Design brent_kung_adder8_flat, sky130hd; sources not shown.
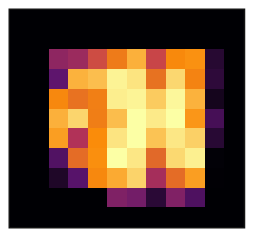
*Cell area per tile, run 1*
(4 px per um) 12 x 11 tiles, from black (low) to pale yellow (high), 0 to 100% covered.
50% of the tiles are nearly empty. The densest ninth of the die: center. The mean over all tiles is 34%. 25% of the tiles are over 75% full. The emptiest ninth of the die: south-west.
Util after Layout: 73.7%
core area: 1480 um^2
FP Util: 37.3%

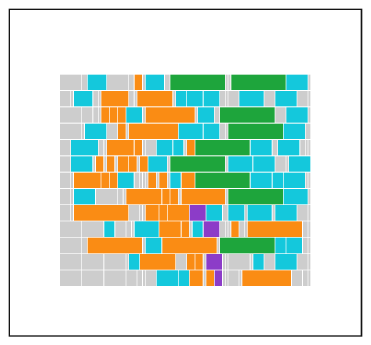
*Cells colored by class, run 1*
(6 px per um) Fill, decap, tap and diode cells in gray.
Key: clock drivers and dummy loads = purple [cells 4, share of their area 2.5%]; remaining buffers and delay cells = cyan [cells 48, share of their area 38%]; remaining logic cells = orange [cells 43, share of their area 38%]; registers = green [cells 9, share of their area 21%]
Final Cell Area: 1090 um^2
FP Rows: 13
Seq/total area: 20.6%

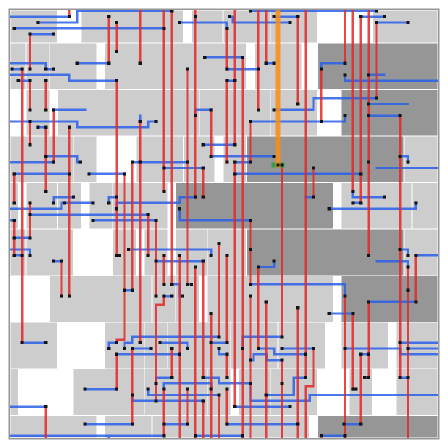
*Zoomed window, run 1*
Window x 17 to 42, y 15 to 40 um. Cells in gray, sequential cells in the stronger gray; small squares are vias.
Key: M4 = orange; M2 = red; M3 = green; M1 = blue
Most frequent: buf_4 (9), inv_1 (7). Sequential cells in the window: 6. 56 logic cells have their middle in the window.

==> flow_metrics.tcl, run 1 <==
# place-and-route summary
set metrics [dict create \
    status "finished, violations left" \
    violations "setup timing" \
    clockBufferDepth 2 \
    whs_ns 0.287 \
    dpl_worst_slack_ns -0.916 \
    simple_gate_share_pct 10.9 \
    synth_chip_area_um2 552 \
    avgSynthCellArea_um2 10.2 \
    synth_warnings 0 \
    cp.required_ns 1.78 \
    layout.nets 134 \
    grtUsageMet1_pct 9.99 \
    drcViolationCount 0 \
    power.density_nw_per_um2 641 \
    grt_util_all_layers_pct 11.2 \
    worst-path-stages 10 \
    maxPowerGroup "combinational cells" \
    topCellsByArea "dfrtp_1, ha_1, fa_1" \
    tool_warnings 28 \
    ys_ff 9 \
    synthAoiAreaFrac_pct 0.907 \
    path_max_fanout 2 \
    wl_um 1750 \
    pg_seq_mw 0.213 \
    wl_per_cell_um 13.9 \
    final-setup-viol-count 3 \
    fin_ws_ns -0.0899 \
    grt_start_max_net_pins 10 \
    synth_nets 83 \
    port_buffers 35 \
    numCtsBuffers 3 \
    ant_nets 0 \
    met2_usage_pct 22.0 \
    synth-xor-area-share_pct 4.76 \
    antenna_found_initial 0 \
    cts_hold_buf 0 \
    clk_pin_slew_ns 0.06 \
    grt_pass1_vias 553 \
    area_delta_synth_final_pct 97.7 \
    dpl_cell_area_um2 977 \
    wl_met1_um 631 \
    worstSetupPathType "in -> out" \
    worstMarginPinSlew_ns 0.389 \
    top_cell_area_share_pct 40.8 \
    synth.area.mux_share_pct 0 \
    common_cells "inv_1, nand2_1, dfrtp_1" \
    period_needed_ns 2.19 \
    crit_family "adder cells" \
    io_pins 36 \
]
## run 1: placed cells by master (no fill, tap or decap), types with 2 or more instances in the layout
| cell | instances |
|---|---|
| clkdlybuf4s50_1 | 15 |
| inv_1 | 12 |
| buf_4 | 11 |
| nand2_1 | 9 |
| dfrtp_1 | 9 |
| buf_2 | 7 |
| buf_6 | 6 |
| ha_4 | 4 |
| dlygate4sd2_1 | 4 |
| fa_2 | 3 |
| ha_1 | 3 |
| clkbuf_4 | 3 |
| clkbuf_2 | 3 |
| nand3_2 | 2 |
| nand2_2 | 2 |
| xnor2_2 | 2 |
## run 1: layout make-up
cell class	instances	area, um^2
clock buffers	4	26.3
repair buffers	48	408
inverters	14	55.1
fillers	110	389
multi-input cells	29	349
flip-flops and latches	9	225
well taps	22	27.5
### Clock wires, drivers and flops, run 1

(10 px per um)
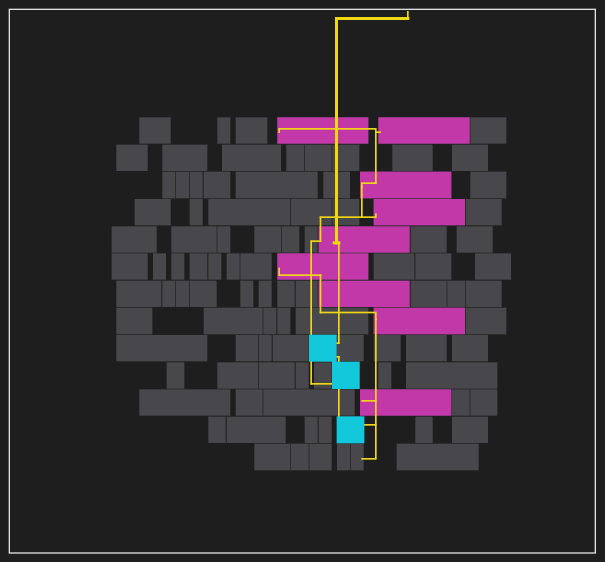

==> run 1 -> run 2 <==
CTS_CLUSTER_DIAMETER = 200   (was default)
REMOVE_ABC_BUFFERS = 1   (was default)
SKIP_CTS_REPAIR_TIMING = 1   (was default)
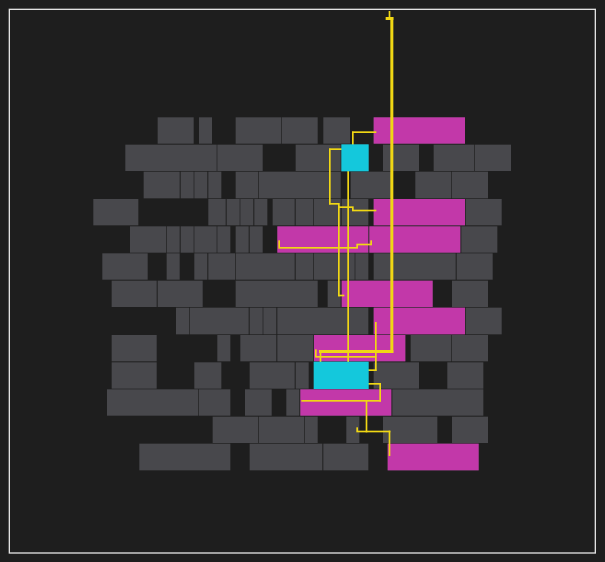
*Clock wires, drivers and flops, run 2*
(10 px per um)
Key: clock wires = yellow [length 137 um]; flip-flops = magenta [count 9]; clock-net drivers = cyan [count 3]
There are 4 routed clock nets.
Clk pwr share: 19.4%
Clock Power: 0.130 mW

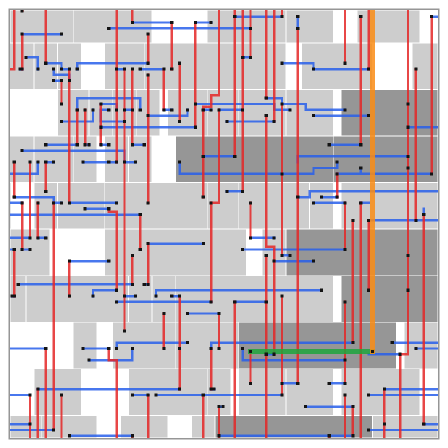
*Zoomed window, run 2*
Window x 17 to 42, y 15 to 40 um. Cells in gray, sequential cells in the stronger gray; small squares are vias.
Key: M4 = orange; M3 = green; M1 = blue; M2 = red
Sequential cells in the window: 6. 53 logic cells have their middle in the window. Most frequent: inv_1 (7), nand2_1 (7), dfrtp_1 (6).

==> flow_metrics.tcl, run 2 <==
# place-and-route summary
set metrics [dict create \
    clockBufferDepth 2 \
    final-setup-viol-count 3 \
    worstMarginPinSlew_ns 0.389 \
    dpl_worst_slack_ns -1.06 \
    cpPeakStageDelay_ns 0.51 \
    maxPowerGroup "combinational cells" \
    ys_ff 9 \
    layout.nets 127 \
    highest_layer "met4" \
    grt_util_all_layers_pct 9.49 \
    power.density_nw_per_um2 603 \
    wl_met1_um 527 \
    wl_um 1520 \
    slew_headroom_pct 74.0 \
    mostFrequentLayoutCells "clkdlybuf4s50_1, dlymetal6s2s_1, inv_1, dfrtp_1, nand2_1" \
    ys_seq_share_pct 40.8 \
    synth_warnings 0 \
    seq_area_um2 225 \
    clk_pin_slew_ns 0.06 \
    grt_pass1_vias 476 \
    met2_usage_pct 15.9 \
    io_pins 36 \
    final_area_um2 1110 \
    tool_warnings 26 \
    nFillCells 94 \
    design.core.area_um2 1480 \
    status "finished, violations left" \
    cp_common_cell "nand2_2" \
    common_cells "inv_1, nand2_1, dfrtp_1" \
    worstPathArrival_ns 1.96 \
    logic_area_um2 357 \
    grt_start_max_net_pins 10 \
    hp-class "in -> reg" \
    grt_pass1_wl_um 2210 \
    top_cell_area_share_pct 40.8 \
    area_delta_synth_final_pct 102 \
    antenna_found_initial 0 \
    std_cell_rows 13 \
    path_max_fanout 3 \
    synth_chip_area_um2 552 \
    leakagePower_nw 0.614 \
    initial_utilization_pct 37.3 \
    pg_seq_mw 0.211 \
    whs_ns 0.284 \
    numCtsBuffers 3 \
    dpl_cell_area_um2 952 \
    ant_nets 0 \
    cp.required_ns 1.78 \
    avgSynthCellArea_um2 10.2 \
    fin_ws_ns -0.171 \
    drcViolationCount 0 \
    ctsHtreeMaxLevel 1 \
    worstSetupPathType "in -> out" \
    period_needed_ns 2.27 \
    violations "setup timing" \
    final_util_pct 75.2 \
    grtUsageMet1_pct 9.86 \
    port_buffers 35 \
    wl_per_cell_um 12.8 \
]
[run 2: through the flow]
stage,std cells,TNS [ns]
after global routing,119,-0.532
after global placement,114,-5.42
after floorplan,52,-0.0109
final,119,-0.325
after detailed placement,114,-6.03
after CTS,118,-5.56
[run 2: cell families after synthesis]
family | synth area share (%)
buf+inv | 12.2
fa+ha+maj | 30.4
xor+xnor | 4.76
compound gates | 0.906
simple gates | 10.9
flops | 40.8
[run 2: cell type report]
cell class	instances	area share, %
flip-flops and latches	9	20.2
well taps	22	2.47
multi-input cells	29	32.0
inverters	14	4.72
repair buffers	41	38.2
clock buffers	4	2.36
[run 2: worst max-delay path: cells and delay by family]
kind,cells,cell delay (ns)
xor gates and xnor gates,1,0.15
buffers and inverters,3,0.72
adders and majority gates,2,0.59
and+or+nand+nor,3,0.19
Power is estimated from default activity; no workload was simulated.
